<file path="src/rtl/seg7_pkg.sv">
// -----------------------------------------------------------------------------
// seg7_pkg
//   Shared definitions for the 7-segment scan driver.
//   Segment vectors are ordered {g,f,e,d,c,b,a} and are active-low,
//   so a 0 bit lights that segment.
// -----------------------------------------------------------------------------
package seg7_pkg;

  // One packed BCD digit.
  typedef logic [3:0] bcd_digit_t;

  // All segments off.
  localparam logic [6:0] SEG_BLANK   = 7'h7F;
  // Only segment g lit. Shown for the non-decimal codes 10..15.
  localparam logic [6:0] SEG_DASH    = 7'h3F;

  // Standard decimal glyphs, active-low {g,f,e,d,c,b,a}.
  localparam logic [6:0] SEG_GLYPH_0 = 7'b1000000;
  localparam logic [6:0] SEG_GLYPH_1 = 7'b1111001;
  localparam logic [6:0] SEG_GLYPH_2 = 7'b0100100;
  localparam logic [6:0] SEG_GLYPH_3 = 7'b0110000;
  localparam logic [6:0] SEG_GLYPH_4 = 7'b0011001;
  localparam logic [6:0] SEG_GLYPH_5 = 7'b0010010;
  localparam logic [6:0] SEG_GLYPH_6 = 7'b0000010;
  localparam logic [6:0] SEG_GLYPH_7 = 7'b1111000;
  localparam logic [6:0] SEG_GLYPH_8 = 7'b0000000;
  localparam logic [6:0] SEG_GLYPH_9 = 7'b0010000;

endpackage

</file>
<file path="src/rtl/bcd_to_seg7.sv">
// -----------------------------------------------------------------------------
// bcd_to_seg7
//   Purely combinational decoder from one 4-bit code to active-low
//   7-segment drive.
//   Ports:
//     code  in   4  BCD code; 0..9 give decimal glyphs, 10..15 give a dash
//     seg   out  7  {g,f,e,d,c,b,a}, active-low
// -----------------------------------------------------------------------------
module bcd_to_seg7
  import seg7_pkg::*;
(
  input  bcd_digit_t  code,
  output logic [6:0]  seg
);

  always_comb begin
    case (code)
      4'd0:    seg = SEG_GLYPH_0;
      4'd1:    seg = SEG_GLYPH_1;
      4'd2:    seg = SEG_GLYPH_2;
      4'd3:    seg = SEG_GLYPH_3;
      4'd4:    seg = SEG_GLYPH_4;
      4'd5:    seg = SEG_GLYPH_5;
      4'd6:    seg = SEG_GLYPH_6;
      4'd7:    seg = SEG_GLYPH_7;
      4'd8:    seg = SEG_GLYPH_8;
      4'd9:    seg = SEG_GLYPH_9;
      default: seg = SEG_DASH;
    endcase
  end

endmodule

</file>
<file path="src/rtl/seg7_scan_driver.sv">
// -----------------------------------------------------------------------------
// seg7_scan_driver
//   Time-multiplexes a packed BCD word onto a common-anode 7-segment display.
//   The display advances one digit per rising edge of slow_clk. slow_clk is
//   sampled in the clk_in domain as a data strobe and is never used as a
//   clock. Words arrive over valid/ready and are double-buffered (shadow ->
//   active) so a displayed frame never mixes two words.
//
//   Optional build macro:
//     LEADING_ZERO_BLANK_EN  blank digits i > 0 that are zero and have only
//                            zero digits above them. Digit 0 is never
//                            blanked; an and dp behave as usual.
//
//   Parameters:
//     NUM_DIGITS  digits scanned, legal range 2..8
//
//   Ports:
//     clk_in     in   1             system clock
//     rst        in   1             synchronous, active-high reset
//     slow_clk   in   1             scan strobe; rising edge advances one digit
//     bcd_in     in   4*NUM_DIGITS  packed BCD, digit 0 in [3:0]
//     bcd_dp     in   NUM_DIGITS    decimal point request per digit, 1 = lit
//     bcd_valid  in   1             bcd_in/bcd_dp valid
//     bcd_ready  out  1             shadow buffer free
//     an         out  NUM_DIGITS    digit enables, active-low, one-hot-low
//     seg        out  7             {g,f,e,d,c,b,a}, active-low
//     dp         out  1             decimal point, active-low
//
//   Handshake: a word transfers on any clk_in edge where bcd_valid and
//   bcd_ready are both high. bcd_ready is the inverse of the shadow-pending
//   flag, so bcd_valid is ignored while a word already waits in the shadow.
//   The producer may drop or change bcd_valid/bcd_in freely when no transfer
//   happens.
// -----------------------------------------------------------------------------
module seg7_scan_driver
  import seg7_pkg::*;
#(
  parameter int NUM_DIGITS = 4
) (
  input  logic                    clk_in,
  input  logic                    rst,
  input  logic                    slow_clk,
  input  logic [4*NUM_DIGITS-1:0] bcd_in,
  input  logic [NUM_DIGITS-1:0]   bcd_dp,
  input  logic                    bcd_valid,
  output logic                    bcd_ready,
  output logic [NUM_DIGITS-1:0]   an,
  output logic [6:0]              seg,
  output logic                    dp
);

  localparam int IDX_W = (NUM_DIGITS > 1) ? $clog2(NUM_DIGITS) : 1;
  localparam logic [IDX_W-1:0] LAST_IDX = IDX_W'(NUM_DIGITS - 1);

  // ---------------------------------------------------------------------------
  // State
  // ---------------------------------------------------------------------------
  logic                    slow_q;
  logic [IDX_W-1:0]        idx;
  logic                    pending;
  logic [4*NUM_DIGITS-1:0] shadow_bcd;
  logic [NUM_DIGITS-1:0]   shadow_dp;
  logic [4*NUM_DIGITS-1:0] active_bcd;
  logic [NUM_DIGITS-1:0]   active_dp;

  // ---------------------------------------------------------------------------
  // Strobe, handshake and frame-boundary decode
  // ---------------------------------------------------------------------------
  logic tick;
  logic boundary;
  logic accept;
  logic swap;

  assign tick      = slow_clk & ~slow_q;
  assign boundary  = tick & (idx == LAST_IDX);
  assign bcd_ready = ~pending;
  assign accept    = bcd_valid & ~pending;
  // accept and swap can never both be true: accept needs pending low,
  // swap needs it high. A word accepted on a boundary therefore waits
  // a full frame in the shadow.
  assign swap      = boundary & pending;

  // ---------------------------------------------------------------------------
  // Next displayed digit. The output registers load from the post-swap
  // active word so digit 0 of a new frame already shows the new word.
  // ---------------------------------------------------------------------------
  logic [IDX_W-1:0]        idx_nxt;
  logic [4*NUM_DIGITS-1:0] act_bcd_nxt;
  logic [NUM_DIGITS-1:0]   act_dp_nxt;
  bcd_digit_t              act_digit [NUM_DIGITS];
  bcd_digit_t              cur_digit;
  logic [6:0]              dec_seg;
  logic [6:0]              seg_nxt;
  logic [NUM_DIGITS-1:0]   an_nxt;
  logic [NUM_DIGITS-1:0]   blank_mask;

  always_comb begin
    idx_nxt     = boundary ? '0 : idx + 1'b1;
    act_bcd_nxt = swap ? shadow_bcd : active_bcd;
    act_dp_nxt  = swap ? shadow_dp  : active_dp;
    for (int i = 0; i < NUM_DIGITS; i++) begin
      act_digit[i] = act_bcd_nxt[i*4 +: 4];
    end
    cur_digit = act_digit[idx_nxt];
  end

  bcd_to_seg7 u_dec (
    .code (cur_digit),
    .seg  (dec_seg)
  );

`ifdef LEADING_ZERO_BLANK_EN
  // Walk from the most significant digit down; a digit is blanked while
  // every digit from it upward is zero. Digit 0 stays lit regardless.
  always_comb begin
    logic zero_run;
    zero_run   = 1'b1;
    blank_mask = '0;
    for (int i = NUM_DIGITS - 1; i >= 1; i--) begin
      zero_run      = zero_run & (act_digit[i] == 4'd0);
      blank_mask[i] = zero_run;
    end
  end
`else
  assign blank_mask = '0;
`endif

  always_comb begin
    seg_nxt = blank_mask[idx_nxt] ? SEG_BLANK : dec_seg;
    an_nxt  = ~(NUM_DIGITS'(1) << idx_nxt);
  end

  // ---------------------------------------------------------------------------
  // Registers
  // ---------------------------------------------------------------------------
  always_ff @(posedge clk_in) begin
    if (rst) begin
      slow_q     <= 1'b0;
      idx        <= '0;
      pending    <= 1'b0;
      shadow_bcd <= '0;
      shadow_dp  <= '0;
      active_bcd <= '0;
      active_dp  <= '0;
      an         <= '1;
      seg        <= SEG_BLANK;
      dp         <= 1'b1;
    end else begin
      slow_q <= slow_clk;

      if (accept) begin
        shadow_bcd <= bcd_in;
        shadow_dp  <= bcd_dp;
        pending    <= 1'b1;
      end else if (swap) begin
        pending    <= 1'b0;
      end

      if (swap) begin
        active_bcd <= shadow_bcd;
        active_dp  <= shadow_dp;
      end

      // Outputs hold between ticks.
      if (tick) begin
        idx <= idx_nxt;
        an  <= an_nxt;
        seg <= seg_nxt;
        dp  <= ~act_dp_nxt[idx_nxt];
      end
    end
  end

endmodule

</file>
<file path="config.mk">
export PLATFORM = sky130hd
export DESIGN_NAME = seg7_scan_driver
export DESIGN_NICKNAME = d
export VERILOG_FILES = /design/src/rtl/seg7_pkg.sv /design/src/rtl/bcd_to_seg7.sv /design/src/rtl/seg7_scan_driver.sv
export SDC_FILE = /design/constraint.sdc
export NUM_CORES = 1
export LEC_CHECK = 0
export CORE_MARGIN = 8
export CORE_UTILIZATION = 35
export DETAILED_ROUTE_END_ITERATION = 10
export MAX_ROUTING_LAYER = met4
export PLACE_DENSITY = 0.54
export SETUP_SLACK_MARGIN = 0.5
export SLEW_MARGIN = 20
export SYNTH_ARGS = -nofsm -noshare
export SYNTH_HDL_FRONTEND = slang
export SYNTH_SLANG_ARGS = --single-unit
</file>
<file path="constraint.sdc">
create_clock -name clk_in -period 2.82 [get_ports clk_in]
set_input_delay 0.423 -clock clk_in [delete_from_list [all_inputs] [get_ports clk_in]]
set_output_delay 0.423 -clock clk_in [all_outputs]
set_load 0.05 [all_outputs]
</file>
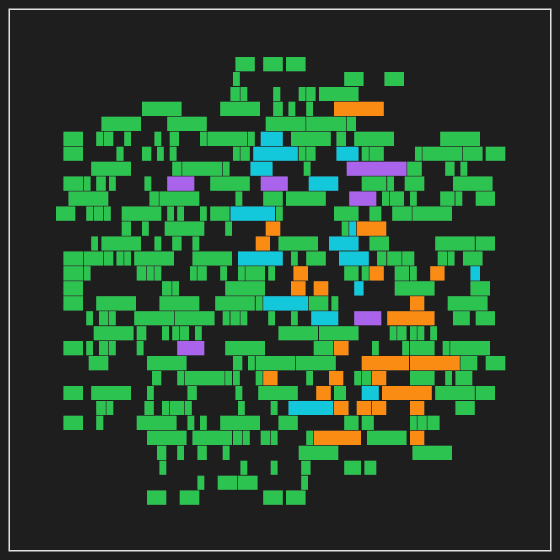
Fig. 1. Cell sizes after repair.
x6 and larger -> purple  # cells 6, share 1.9%
x3 and x4 -> orange  # cells 25, share 8.0%
x1 and smaller -> green  # cells 267, share 85%
x2 -> cyan  # cells 16, share 5.1%
number of signal-net buffers in the layout: 54
crit path setup slack, layout: 0.498 ns
finished layout cell area: 0.00303 mm^2
Syn-to-layout area delta: 28.2%

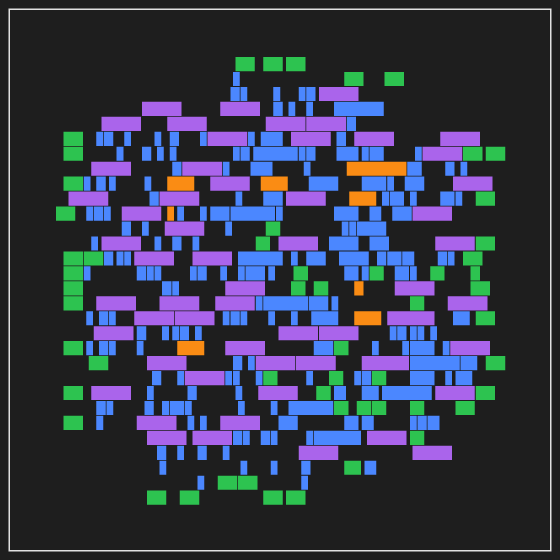
Fig. 2. Placed cells, one color a class.
remaining buffers and delay cells -> green  # cells 54
clock drivers and dummy loads -> orange  # cells 8
remaining logic cells -> blue  # cells 196
registers -> purple  # cells 56

==> run notes <==
Observations from the implementation run.

Run status:
- The run finished with clean final reports.

Place:
- The run puts the count of buffers from port buffering at 36.
- The run puts the detailed-placement wirelength estimate at 3500 um.
- In this run the cell area measured after placement is about 0.0028 mm^2.

Synth:
- The run gives the adder and majority gate portion of the synthesized area as under 10%.
- The run gives the yosys stat cell total as 270.
- After synthesis the cells add up to between 0.002 and 0.0025 mm^2.
- The run puts the area fraction in mux cells at around 11%.
- Yosys reported a register bit count of 56.
- The run puts the area fraction in xor and xnor cells at 0%.
- The main area contributors are sky130_fd_sc_hd__dfxtp_1 47%, sky130_fd_sc_hd__nand2_1 12%, sky130_fd_sc_hd__a21oi_1 7.6%.
- The run puts the sequential cell area fraction in the yosys report at about 47%.

STA:
- Counting pins that exceed their max-slew limit in the final report gives 0.
- The run gives the count of final setup violators as 0.
- The run puts the tightest hold margin at 0.459 ns.

Worst setup path:
- The run puts the data required time of the critical path at 3.01 ns.
- Looking at the reg2reg group, the worst path ends at seg[0].
- Per the timing report, the most critical flop-to-flop path originates at idx[0].
- In this run the worst setup path begins at idx[0].

Flow run:
- The run reported a max-capacitance violation count of 0.

Pwr:
- The run gives the internal power as approximately 0.0012 W.
- The run gives the fraction of power consumed by the clock network as 32.9%.
- The run puts the switching power of the nets at 0.000395 W.
- The run puts the part of the total power dissipated in sequential elements at between 50 and 60%.

Clocking:
- Buffers added to address setup during post-CTS repair amount to 3.
- The run puts the total of cells resized after clock tree synthesis at 8.

Die:
- The run gives the floorplan die width as 98.2 um.
- The run puts the height of the die at 98.2 um.
- The run puts the number of placement rows at 30.
- For this floorplan the total number of well-tap instances is 80.

Drt:
- The run puts the detailed-router iteration count before antenna repair at 4.
- The run puts the detailed-route vias per instance at 4.72.
- The run gives the overall routed net length as 5050 um.

Global route:
- The run gives the via count of the first global-routing pass as ~1800.
- The run puts the total global-route track usage at between 10 and 15%.
- The run puts the total congestion overflow after global routing at 0.
- The number of antenna violations at the first check in global routing is 0.
- The run gives the wire length of the first global-routing pass as approximately 8500 um.

Layout:
- The run gives the most common cell after layout, fill and taps aside as sky130_fd_sc_hd__nand2_1.
- The layout report lists the non-clock buffer share of cell area as 16.1%.
state kept, by name (all words and copies together), names as in the netlist:
signal / flops
seg: 7
shadow_dp: 4
slow_q: 1
active_dp: 4
pending: 1
idx: 2
dp: 1
shadow_bcd: 16
active_bcd: 16
an: 4
metal layers:
metal | track usage, % | up-vias | wire length, um
met5 | - | - | 0
li1 | - | 968 | -
met3 | 3.06 | 6 | 210
met1 | 13.8 | 852 | 2610
met4 | 3.19 | 0 | 57
met2 | 16.4 | 32 | 2170
critical path, delay by kind of cell (launching register included):
family,cells,cell delay (ns)
compound gates,1,0.15
fa+ha+maj,2,0.53
buf+inv,2,0.19
flops,1,0.38
mux,2,0.88
simple gates,1,0.07
No activity file was given, so power comes from the tool's default toggle rates.
